<file path="config.mk">
export PLATFORM = sky130hd
export DESIGN_NAME = matrix_mult_2x2
export DESIGN_NICKNAME = d
export VERILOG_FILES = /design/src/rtl/matmul_pkg.sv /design/src/rtl/matmul_mac.sv /design/src/rtl/matrix_mult_2x2.sv
export SDC_FILE = /design/constraint.sdc
export NUM_CORES = 1
export LEC_CHECK = 0
export ABC_AREA = 1
export CORE_UTILIZATION = 41
export CTS_BUF_LIST = sky130_fd_sc_hd__clkbuf_2 sky130_fd_sc_hd__clkbuf_4 sky130_fd_sc_hd__clkbuf_8
export CTS_CLUSTER_SIZE = 10
export DETAILED_ROUTE_END_ITERATION = 7
export HOLD_SLACK_MARGIN = 0.05
export PLACE_DENSITY_LB_ADDON = 0.08
export SLEW_MARGIN = 20
export SYNTH_ARGS = -nofsm -noshare
export SYNTH_HDL_FRONTEND = slang
export SYNTH_SLANG_ARGS = --single-unit
export TNS_END_PERCENT = 5
</file>
<file path="constraint.sdc">
create_clock -name clk -period 2.5 [get_ports clk]
set_input_delay 0.5 -clock clk [delete_from_list [all_inputs] [get_ports clk]]
set_output_delay 0.5 -clock clk [all_outputs]
set_load 0.01 [all_outputs]
</file>
<file path="src/rtl/matmul_pkg.sv">
// Shared types and constants for the 2x2 matrix multiplier.
package matmul_pkg;

  localparam int unsigned N      = 2;
  localparam int unsigned ELEM_W = 2;
  localparam int unsigned C_W    = 4;
  localparam int unsigned ACC_W  = 5;
  localparam int unsigned STEPS  = 8;

  typedef enum logic [1:0] {
    IDLE,
    MAC,
    DONE
  } state_t;

  // Bit offset of element (row, col) inside a packed matrix byte; x11 sits at [7:6].
  function automatic logic [2:0] elem_off(input logic row, input logic col);
    return 3'd6 - {row, col, 1'b0};
  endfunction

endpackage

</file>
<file path="src/rtl/matmul_mac.sv">
// Multiply-accumulate slice: 2b x 2b product into a 5-bit accumulator.
// Define MATMUL_SATURATE_EN to clamp results above 15 instead of wrapping.
module matmul_mac
  import matmul_pkg::*;
(
  input  logic              clk,
  input  logic              rst_n,
  input  logic              ena,
  input  logic              i_step,
  input  logic              i_first,
  input  logic [ELEM_W-1:0] i_a,
  input  logic [ELEM_W-1:0] i_b,
  output logic [C_W-1:0]    o_elem
);

`ifdef MATMUL_SATURATE_EN
  localparam bit SAT = 1'b1;
`else
  localparam bit SAT = 1'b0;
`endif

  logic [2*ELEM_W-1:0] w_prod;
  logic [ACC_W-1:0]    w_sum;
  logic [ACC_W-1:0]    r_acc;

  assign w_prod = i_a * i_b;
  assign w_sum  = r_acc + ACC_W'(w_prod);

  always_ff @(posedge clk or negedge rst_n) begin
    if (!rst_n) begin
      r_acc <= '0;
    end else if (ena && i_step) begin
      r_acc <= i_first ? ACC_W'(w_prod) : w_sum;
    end
  end

  // Any bit above C_W means the sum exceeds 15.
  assign o_elem = (SAT && (w_sum[ACC_W-1:C_W] != '0)) ? '1 : w_sum[C_W-1:0];

endmodule

</file>
<file path="src/rtl/matrix_mult_2x2.sv">
// Sequential 2x2 matrix multiplier, one MAC per cycle; results published atomically.
// Build option MATMUL_SATURATE_EN (see matmul_mac) selects clamping over wrapping.
module matrix_mult_2x2 #(
  parameter int unsigned N      = 2,
  parameter int unsigned ELEM_W = 2,
  parameter int unsigned C_W    = 4
) (
  input  logic                  clk,
  input  logic                  rst_n,
  input  logic                  ena,
  input  logic                  in_valid,
  input  logic                  in_sel,
  input  logic [N*N*ELEM_W-1:0] in_data,
  input  logic                  start,
  output logic                  busy,
  output logic                  done,
  output logic [N*C_W-1:0]      c_hi,
  output logic [N*C_W-1:0]      c_lo
);
  import matmul_pkg::*;

  state_t                r_state;
  state_t                w_next;
  logic [2:0]            r_step;
  logic [N*N*ELEM_W-1:0] r_a;
  logic [N*N*ELEM_W-1:0] r_b;
  logic [N*N*C_W-1:0]    r_shadow;
  logic [N*C_W-1:0]      r_c_hi;
  logic [N*C_W-1:0]      r_c_lo;
  logic                  r_done;
  logic                  r_busy;

  logic                  w_i;
  logic                  w_j;
  logic                  w_k;
  logic [ELEM_W-1:0]     w_a;
  logic [ELEM_W-1:0]     w_b;
  logic [C_W-1:0]        w_elem;
  logic                  w_mac;

  // Step s: element e = s>>1 = {i,j}, inner index k = s&1.
  assign w_i   = r_step[2];
  assign w_j   = r_step[1];
  assign w_k   = r_step[0];
  assign w_a   = r_a[elem_off(w_i, w_k) +: ELEM_W];
  assign w_b   = r_b[elem_off(w_k, w_j) +: ELEM_W];
  assign w_mac = (r_state == MAC);

  matmul_mac u_mac (
    .clk     (clk),
    .rst_n   (rst_n),
    .ena     (ena),
    .i_step  (w_mac),
    .i_first (~w_k),
    .i_a     (w_a),
    .i_b     (w_b),
    .o_elem  (w_elem)
  );

  always_ff @(posedge clk or negedge rst_n) begin
    if (!rst_n) begin
      r_state <= IDLE;
    end else if (ena) begin
      r_state <= w_next;
    end
  end

  always_comb begin
    w_next = r_state;
    unique case (r_state)
      IDLE:    if (start) w_next = MAC;
      MAC:     if (r_step == 3'(STEPS - 1)) w_next = DONE;
      DONE:    if (r_done) w_next = IDLE;
      default: w_next = IDLE;
    endcase
  end

  // DONE spans two cycles: publish + pulse, then drop the pulse on the way out.
  always_ff @(posedge clk or negedge rst_n) begin
    if (!rst_n) begin
      r_step   <= '0;
      r_a      <= '0;
      r_b      <= '0;
      r_shadow <= '0;
      r_c_hi   <= '0;
      r_c_lo   <= '0;
      r_done   <= 1'b0;
      r_busy   <= 1'b0;
    end else if (ena) begin
      r_busy <= (w_next != IDLE);
      unique case (r_state)
        IDLE: begin
          r_step <= '0;
          if (in_valid) begin
            if (in_sel) r_b <= in_data;
            else        r_a <= in_data;
          end
        end
        MAC: begin
          r_step <= r_step + 3'd1;
          if (w_k) r_shadow[{w_i, w_j, 2'b00} +: C_W] <= w_elem;
        end
        DONE: begin
          if (!r_done) begin
            r_c_hi <= r_shadow[N*C_W-1:0];
            r_c_lo <= r_shadow[N*N*C_W-1:N*C_W];
            r_done <= 1'b1;
          end else begin
            r_done <= 1'b0;
          end
        end
        default: r_step <= '0;
      endcase
    end
  end

  assign busy = r_busy;
  assign done = r_done;
  assign c_hi = r_c_hi;
  assign c_lo = r_c_lo;

endmodule

</file>
Fig. 1: run 1, close-up of the layout
Region (17, 34) to (67, 84) um. Cells in gray, sequential cells in the stronger gray; small squares are vias.
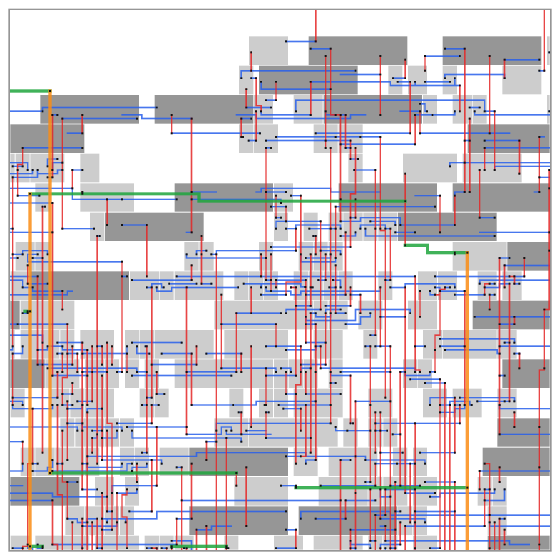
layer	color
M1	blue
M4	orange
M3	green
M2	red
netlist names of flops here include	r_shadow (9), c_hi (4), u_mac.r_acc (4)
cells with their middle in the window	173
sequential cells in the window	22
most frequent	nand2_1 (45), inv_1 (22), dfrtp_1 (22)

Fig. 2: run 1, floorplan with the power grid
Drawn at 6 px/um. Pins as bars on the die edge.
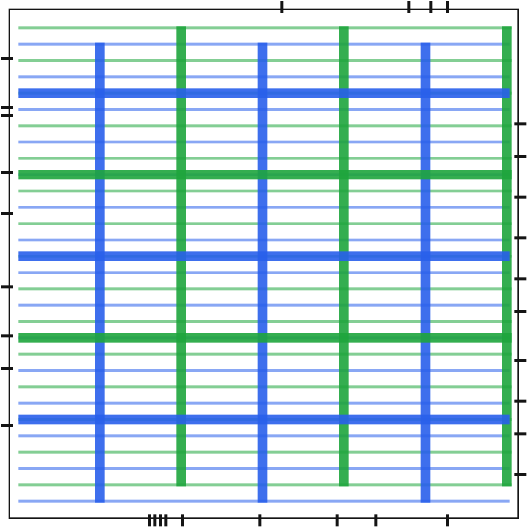
net	color
VDD	green
VSS	blue
met4 straps	6
met1 rails	30
rows	29
met5 straps	5
core region area: 6460 um^2
chip width: 84.6 um

==> reports/metrics.cfg, run 1 <==
[worst_hold_path]
hp-class = in -> async

[synth]
ys_top_cells_by_area = dfrtp_1 53%, nand2_1 11%, o21ai_0 9.5%, inv_1 6.7%, ha_1 5.4%
netlist_instances = 318
synthSimpleGateAreaFrac = 0.186
synth_cell_types = 29
top_cell_area_share = 0.528
yosys.area.top_type = dfrtp_1
ff_type = dfrtp_1
syn_area_um2 = 2800
ys_top_logic_family = simple AND/OR/NAND/NOR gates
ys_warn_count = 0
postSynthSeqShare = 0.528
fp_nets = 345
synth.avg_cell_area_um2 = 8.79
synth_flop_count = 59
ys_top_cells_by_count = 83 x nand2_1, 59 x dfrtp_1, 53 x o21ai_0
edf_count = 0
async_flop_share = 1.00
yosys-stat-cells = 318
xor_share = 0.00313
mux_share = 0.0161

[critical_path]
cp-startpoint = r_step[0]$_DFFE_PN0P_
crit_slowest_cell = dfrtp_1
critPathMostFrequentCell = nand2_1
start_kind = flop
cp.arrival_ns = 2.62
reg2reg_depth = 16
crit_type = reg -> reg
reg2reg_from = r_step[0]$_DFFE_PN0P_
crit_fanout = 5
worst-r2r-setup-slack_ns = 0.14
cp.required_ns = 2.76
max_stage_delay_ns = 0.42

[global_route]
grt_max_degree = 27
grt_pass1_vias = 2077
use_met2 = 0.269
antenna_found_initial = 0
top_usage_layer = met2
met1_usage = 0.217
met3_usage = 0.0413
grt-ovfl-total = 0
grt_pass1_wl_mm = 9.33

[final_layout]
mostFrequentLayoutCells = 82 x nand2_1, 58 x dfrtp_1, 50 x o21ai_0
diodes = 0
fillerInstances = 618
drive_gt1_frac = 0.137
lay_top_count = nand2_1

[placement]
hpwlAfterDp_mm = 4.04
dp_cells = 432
io_buffers = 31
place.gp.congestion = 0.815

[pwr]
p_seq_frac = 0.400
ir_drop_mv = 0.455
power.leakage_nw = 1.79
power_switching_mw = 1.22
cellPowerDensity_nw_per_um2 = 1030
intPower_mw = 2.38
netSwitchingFraction = 0.338
combPwrFrac = 0.370

[cts]
clk-insertion-delay-late_ns = 0.33
cts_max_path_buffers = 2
cts.root.buffer_cell = clkbuf_8
cts-hold-fix-buffers = 0
cts_tree = done
htree_levels = 3
clkTransAtPathRegs_ns = 0.06
cts.sinks = 59

[drt]
wl_mm = 5.33
highest_layer = met4
drt_first_iter_violations = 94
met2_length_mm = 2.47
wl_per_cell_um = 11.9
drt-met1-wl_mm = 2.58
avgViaCountPerCell = 4.66
drc = 4
via_count = 2088
antenna_left = 0

[die]
die_area_um2 = 7150
io_pins = 32
core_util_floorplan = 0.433
rows = 29

[timing]
whs_ns = 0.174
slew_viol_final = 0
slew_headroom = 0.597
period_minus_slack_ns = 2.36
tightest_slew_ns = 0.605
clock_skew_ns = 0.00566

[outcome]
status = complete, but fails checks
violations = design-rule violations

Fig. 3: run 1, cell sizes after repair
Drawn at 3 px/um.
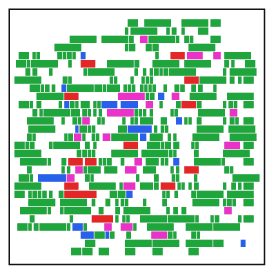
size	color	cells	share
x3 and x4	magenta	21	5.7%
x1 and smaller	green	320	86%
x2	blue	17	4.6%
x6 and larger	red	13	3.5%
count of non-CTS buffers in the layout: 45
Syn-to-layout area delta: 25.5%

run 1: stage by stage:
| stage | utilization | setup WS [ns] | setup TNS (ns) | power [mW] | cell area (um^2) |
|---|---|---|---|---|---|
| 2_1_floorplan | - | 0.0203 | 0 | 2.20 | 2800 |
| 4_1_cts | 0.537 | 0.0361 | 0 | 3.55 | 3470 |
| 6_report | 0.543 | 0.140 | 0 | 3.60 | 3510 |
| 5_1_grt | 0.543 | -0.0303 | -0.0418 | 3.90 | 3510 |
| 3_3_place_gp | 0.505 | 0.00923 | 0 | 2.66 | 3260 |
| 3_5_place_dp | 0.505 | -0.0353 | -0.0353 | 2.68 | 3260 |
run 1: worst max-delay path: cells and delay by family (launching register included):
family	cells	cell delay, ns
AOI/OAI and AO/OA	2	0.17
adders and majority gates	3	0.63
buffers and inverters	2	0.17
DFF	1	0.42
and+or+nand+nor	9	0.88
run 1: flip-flops by register name, indices dropped and copies added (netlist names), 2 cells and up:
name and count:
c_hi 8, c_lo 8, r_a 8, r_b 8, r_shadow 16, r_state 2, r_step 3, u_mac.r_acc 4
run 1: cell type report:
type	instances	area share
multi-input cells	201	0.321
clock inverters	3	0.0114
inverters	52	0.0560
flip-flops and latches	59	0.421
repair buffers	45	0.122
well taps	77	0.0275
clock buffers	11	0.0414
run 1: power by group through the flow:
stage	Clock, mW	Combinational (mW)	Sequential, mW
2_1_floorplan	0	0.746	1.45
3_3_place_gp	0	1.21	1.44
3_5_place_dp	0	1.23	1.45
4_1_cts	0.849	1.26	1.44
5_1_grt	0.892	1.53	1.48
6_report	0.828	1.33	1.44
run 1: repair_timing:
item	in CTS	in global routing
buffers inserted	1	1
pin swaps	0	3
setup endpoints to repair	1	9
resized	4	9
Fig. 4: run 1, wiring heat map
Drawn at 4 px/um. 17 x 17 tiles, from dark purple (low) to yellow (high), scaled to the fullest tile. Values are wire area over tile area, all layers added.
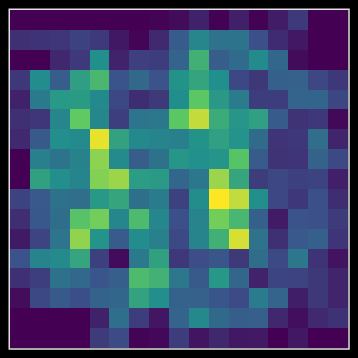

==> run 2, diff against run 1 <==
CORE_UTILIZATION = 59   (was 41)
DONT_BUFFER_PORTS = 1   (was not set)
RECOVER_POWER = 25   (was not set)
Fig. 5: run 2, wiring heat map
Drawn at 6 px/um. 14 x 14 tiles, from dark purple (low) to yellow (high), scaled to the fullest tile. Values are wire area over tile area, all layers added.
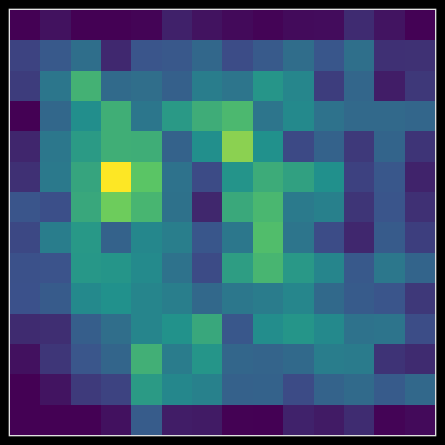
nearly empty tiles	7.1%
fullest tile	0.50
mean over tiles	0.16
tiles over half the peak	18%

==> reports/metrics.cfg, run 2 <==
[drt]
antenna_left = 0  ; unchanged
drc = 4  ; unchanged

[final_layout]
mostFrequentLayoutCells = 82 x nand2_1, 57 x dfrtp_1, 49 x inv_1  ; was 82 x nand2_1, 58 x dfrtp_1, 50 x o21ai_0
diodes = 0  ; unchanged
lay_top_count = nand2_1  ; unchanged

[pwr]
ir_drop_mv = 0.573  ; was 0.455 mV
p_seq_frac = 0.443  ; was 0.400
power-top-group = sequential cells  ; unchanged
cellPowerDensity_nw_per_um2 = 1090  ; was 1030 nW/um^2
combPwrFrac = 0.320  ; was 0.370
netSwitchingFraction = 0.360  ; was 0.338
intPower_mw = 2.17  ; was 2.38 mW
powerSeq_mw = 1.50  ; was 1.44 mW

[critical_path]
crit_fanout = 8  ; was 5
reg2reg_from = r_step[0]$_DFFE_PN0P_  ; unchanged
cp_top_family = simple AND/OR/NAND/NOR gates  ; unchanged
critPathMostFrequentCell = nand2_1  ; unchanged
max_stage_delay_ns = 0.46  ; was 0.42 ns
cp.required_ns = 2.76  ; about the same
crit_type = reg -> reg  ; unchanged

[placement]
place.gp.congestion = 0.841  ; was 0.815
dp_cells = 369  ; was 432

[outcome]
violations = design-rule violations  ; unchanged
status = complete, but fails checks  ; unchanged

[worst_hold_path]
hp-class = in -> reg  ; was in -> async

[cts]
ctsResizeCount = 7  ; was 4
cts_setup_buffers = 0  ; was 1
clk-insertion-delay-late_ns = 0.33  ; about the same
cts.sinks = 59  ; unchanged

[synth]
syn_area_um2 = 2800  ; unchanged
edf_count = 0  ; unchanged
async_flop_share = 1.00  ; unchanged
postSynthSeqShare = 0.528  ; unchanged
top_cell_area_share = 0.528  ; unchanged
synth_flop_count = 59  ; unchanged
ff_type = dfrtp_1  ; unchanged
fp_nets = 345  ; unchanged
ys_warn_count = 0  ; unchanged

[timing]
clock_skew_ns = 0.00766  ; was 0.00566 ns
slew_headroom = 0.0763  ; was 0.597
setup_slack_ns = 0.101  ; was 0.140 ns

[run 2: cell counts after synthesis]
No cell type changed its count.
[run 2: cell type report]
cell class	instances	area, um^2
clock buffers	9	124
well taps	52	65.1
inverters	52	199
fillers	353	1330
repair buffers	9	67.6
clock inverters	6	57.6
multi-input cells	201	1120
flip-flops and latches	59	1480
[run 2: path summary, 6_finish.rpt]
kind                       slack, ns                 endpoint  cells after the start
max                             0.10  r_shadow[3]$_DFFE_PN0P_                     13
min                             0.27   r_state[1]$_DFFE_PN0P_                      1
max reg2reg                     0.10  r_shadow[3]$_DFFE_PN0P_                     13
min reg2reg                     0.49       r_b[2]$_DFFE_PN0P_                      2
max in group asynchronous       0.53    r_step[0]$_DFFE_PN0P_                      2
min in group asynchronous       1.03  r_shadow[4]$_DFFE_PN0P_                      2
[run 2: routing by layer]
metal / wire (um) / share of wire / track usage
met5: 0 / 0 / 0
met4: 109 / 0.021 / 0.116
met3: 157 / 0.031 / 0.0556
met2: 2510 / 0.49 / 0.405
met1: 2360 / 0.46 / 0.278
[run 2: logic make-up after synthesis]
| family | count (synthesis) | synth area share |
|---|---|---|
| flops | 59 | 0.528 |
| compound gates | 63 | 0.122 |
| mux | 3 | 0.0161 |
| simple gates | 121 | 0.186 |
| fa+ha+maj | 13 | 0.0609 |
| xor+xnor | 1 | 0.00313 |
| buf+inv | 58 | 0.0842 |
[run 2: worst reg2reg max path, stage by stage (launching register included)]
cell and delay (ns):
dfrtp_2 0.46, inv_4 0.10, nor2_1 0.04, o22a_1 0.22, nor2_1 0.15, ha_2 0.22, ha_4 0.21, ha_4 0.22
or2_2 0.29, nand2_1 0.07, nand2_1 0.05, nand2_2 0.08, nand2_1 0.07, o21ai_1 0.14
Fig. 6: run 2, cell sizes after repair
Drawn at 4 px/um.
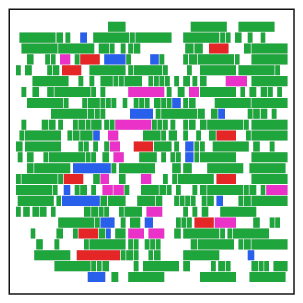

==> run 3, diff against run 2 <==
CORE_UTILIZATION = 60   (was 59)
GPL_ROUTABILITY_DRIVEN = 0   (was not set)
clock period = 2.7 ns   (was 2.5 ns; I/O delays follow)
Fig. 7: run 3, cell sizes after repair
Drawn at 4 px/um.
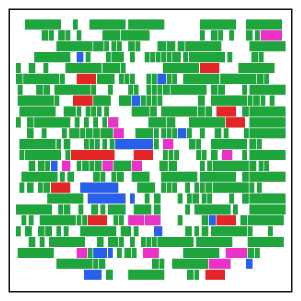
size	color	cells	share
x1 and smaller	green	294	88%
x6 and larger	red	11	3.3%
x2	blue	15	4.5%
x3 and x4	magenta	14	4.2%
Final WS setup: 0.148 ns
Syn-to-layout area delta: 9.80%
count of non-CTS buffers in the layout: 6
Post-Layout Inst Area: 3070 um^2

==> reports/metrics.cfg, run 3 <==
[critical_path]
max_stage_delay_ns = 0.46  ; about the same
start_kind = flop  ; unchanged
crit_fanout = 8  ; unchanged
cp.arrival_ns = 2.80  ; was 2.66 ns
cp_top_family = adder cells  ; was simple AND/OR/NAND/NOR gates
regToRegEndpoint = r_shadow[3]$_DFFE_PN0P_  ; unchanged
cp.required_ns = 2.95  ; was 2.76 ns
reg2reg_from = r_step[0]$_DFFE_PN0P_  ; unchanged
worst-r2r-setup-slack_ns = 0.15  ; was 0.10 ns
worst-path-stages = 13  ; unchanged
cp-endpoint = r_shadow[3]$_DFFE_PN0P_  ; unchanged
cp-startpoint = r_step[0]$_DFFE_PN0P_  ; unchanged
crit_type = reg -> reg  ; unchanged

[die]
rows = 24  ; unchanged
die_area_um2 = 4940  ; was 5020 um^2
core_util_floorplan = 0.633  ; was 0.629
io_pins = 32  ; unchanged
fp.dieW_um = 70.3  ; was 70.8 um
core-area_um2 = 4410  ; was 4440 um^2

[timing]
clock_skew_ns = 0.00424  ; was 0.00766 ns
tns_ns = 0  ; unchanged
slew_viol_final = 0  ; unchanged
period_minus_slack_ns = 2.55  ; was 2.40 ns
slew_headroom = 0.0737  ; was 0.0763

[synth]
postSynthSeqShare = 0.528  ; unchanged
edf_count = 0  ; unchanged
synth.avg_cell_area_um2 = 8.79  ; unchanged
fp_nets = 345  ; unchanged
netlist_instances = 318  ; unchanged
synth_flop_count = 59  ; unchanged
ff_type = dfrtp_1  ; unchanged
ys_top_cells_by_count = 83 x nand2_1, 59 x dfrtp_1, 53 x o21ai_0  ; unchanged
top_cell_area_share = 0.528  ; unchanged
synth_cell_types = 29  ; unchanged
ys_warn_count = 0  ; unchanged
ys_top_cells_by_area = dfrtp_1 53%, nand2_1 11%, o21ai_0 9.5%, inv_1 6.7%, ha_1 5.4%  ; unchanged
yosys.area.top_type = dfrtp_1  ; unchanged
async_flop_share = 1.00  ; unchanged
syn_area_um2 = 2800  ; unchanged

[drt]
wl_per_cell_um = 13.2  ; about the same
wl_mm = 5.08  ; was 5.14 mm
avgViaCountPerCell = 5.24  ; was 5.25
drt_first_iter_violations = 162  ; was 125
drc = 0  ; was 4

[placement]
dpl_cell_area_um2 = 2840  ; was 2860 um^2
dpl_worst_slack_ns = -0.0160  ; was -0.0850 ns
io_buffers = 0  ; unchanged
dp_cells = 366  ; was 369

[pwr]
cellPowerDensity_nw_per_um2 = 1010  ; was 1090 nW/um^2
p_total_mw = 3.10  ; was 3.39 mW
ir_drop_mv = 0.528  ; was 0.573 mV

[global_route]
grt_max_degree = 60  ; unchanged
grt_pass1_vias = 1941  ; was 2115
grt-ovfl-total = 0  ; unchanged
antenna_found_initial = 0  ; unchanged
grt_pass1_wl_mm = 8.76  ; was 8.89 mm

[cts]
clkTransAtPathRegs_ns = 0.06  ; about the same
cts_tree = done  ; unchanged
clk-insertion-delay-late_ns = 0.33  ; about the same
cts_max_path_buffers = 2  ; unchanged
cts.sinks = 59  ; unchanged
cts.root.buffer_cell = clkbuf_8  ; unchanged

[final_layout]
diodes = 0  ; unchanged
top_register = r_shadow  ; unchanged

[worst_hold_path]
holdPathStages = 1  ; unchanged
hp-class = in -> reg  ; unchanged

[outcome]
status = finished clean  ; was complete, but fails checks

==> run 3: worst register-to-register path, delay by kind of cell, from the launching register on <==
| family | cells | cell delay (ns) |
|---|---|---|
| fa+ha+maj | 3 | 0.77 |
| flops | 1 | 0.46 |
| compound gates | 3 | 0.53 |
| simple gates | 6 | 0.63 |
| buf+inv | 1 | 0.08 |
==> run 3: repair_timing <==
action                                  4_1_cts  5_1_grt
endpoints found under the setup margin        1        7
gates resized                                 2        6
cloned                                        0        0
endpoints found under the hold margin        59        0
buffers inserted                              0        3
hold buffers                                  1        0
==> run 3: layout make-up <==
| class | instances | area, um^2 | area share |
|---|---|---|---|
| repair buffers | 6 | 42.5 | 0.0139 |
| well taps | 52 | 65.1 | 0.0212 |
| clock buffers | 11 | 145 | 0.0473 |
| inverters | 52 | 198 | 0.0644 |
| clock inverters | 5 | 52.6 | 0.0171 |
| flip-flops and latches | 59 | 1480 | 0.482 |
| multi-input cells | 201 | 1090 | 0.354 |
==> run 3: metal layers <==
| metal | track usage | up-vias | share of wire | routed length [um] |
|---|---|---|---|---|
| met4 | 0.120 | 0 | 0.020 | 101 |
| met1 | 0.301 | 936 | 0.46 | 2310 |
| met5 | 0 | - | 0 | 0 |
| li1 | - | 1032 | - | - |
| met3 | 0.0534 | 10 | 0.028 | 143 |
| met2 | 0.372 | 46 | 0.50 | 2520 |
==> run 3: cells by family after synthesis <==
kind of cell,synth area share
compound gates,0.122
xor+xnor,0.00313
fa+ha+maj,0.0609
buf+inv,0.0842
flops,0.528
mux,0.0161
simple gates,0.186
==> run 3: where the power goes <==
part,switching [mW],total [mW],internal (mW)
Clock,0.337,0.793,0.456
Sequential,0.212,1.39,1.18
Combinational,0.556,0.914,0.358
Power and IR drop assume default switching activity.
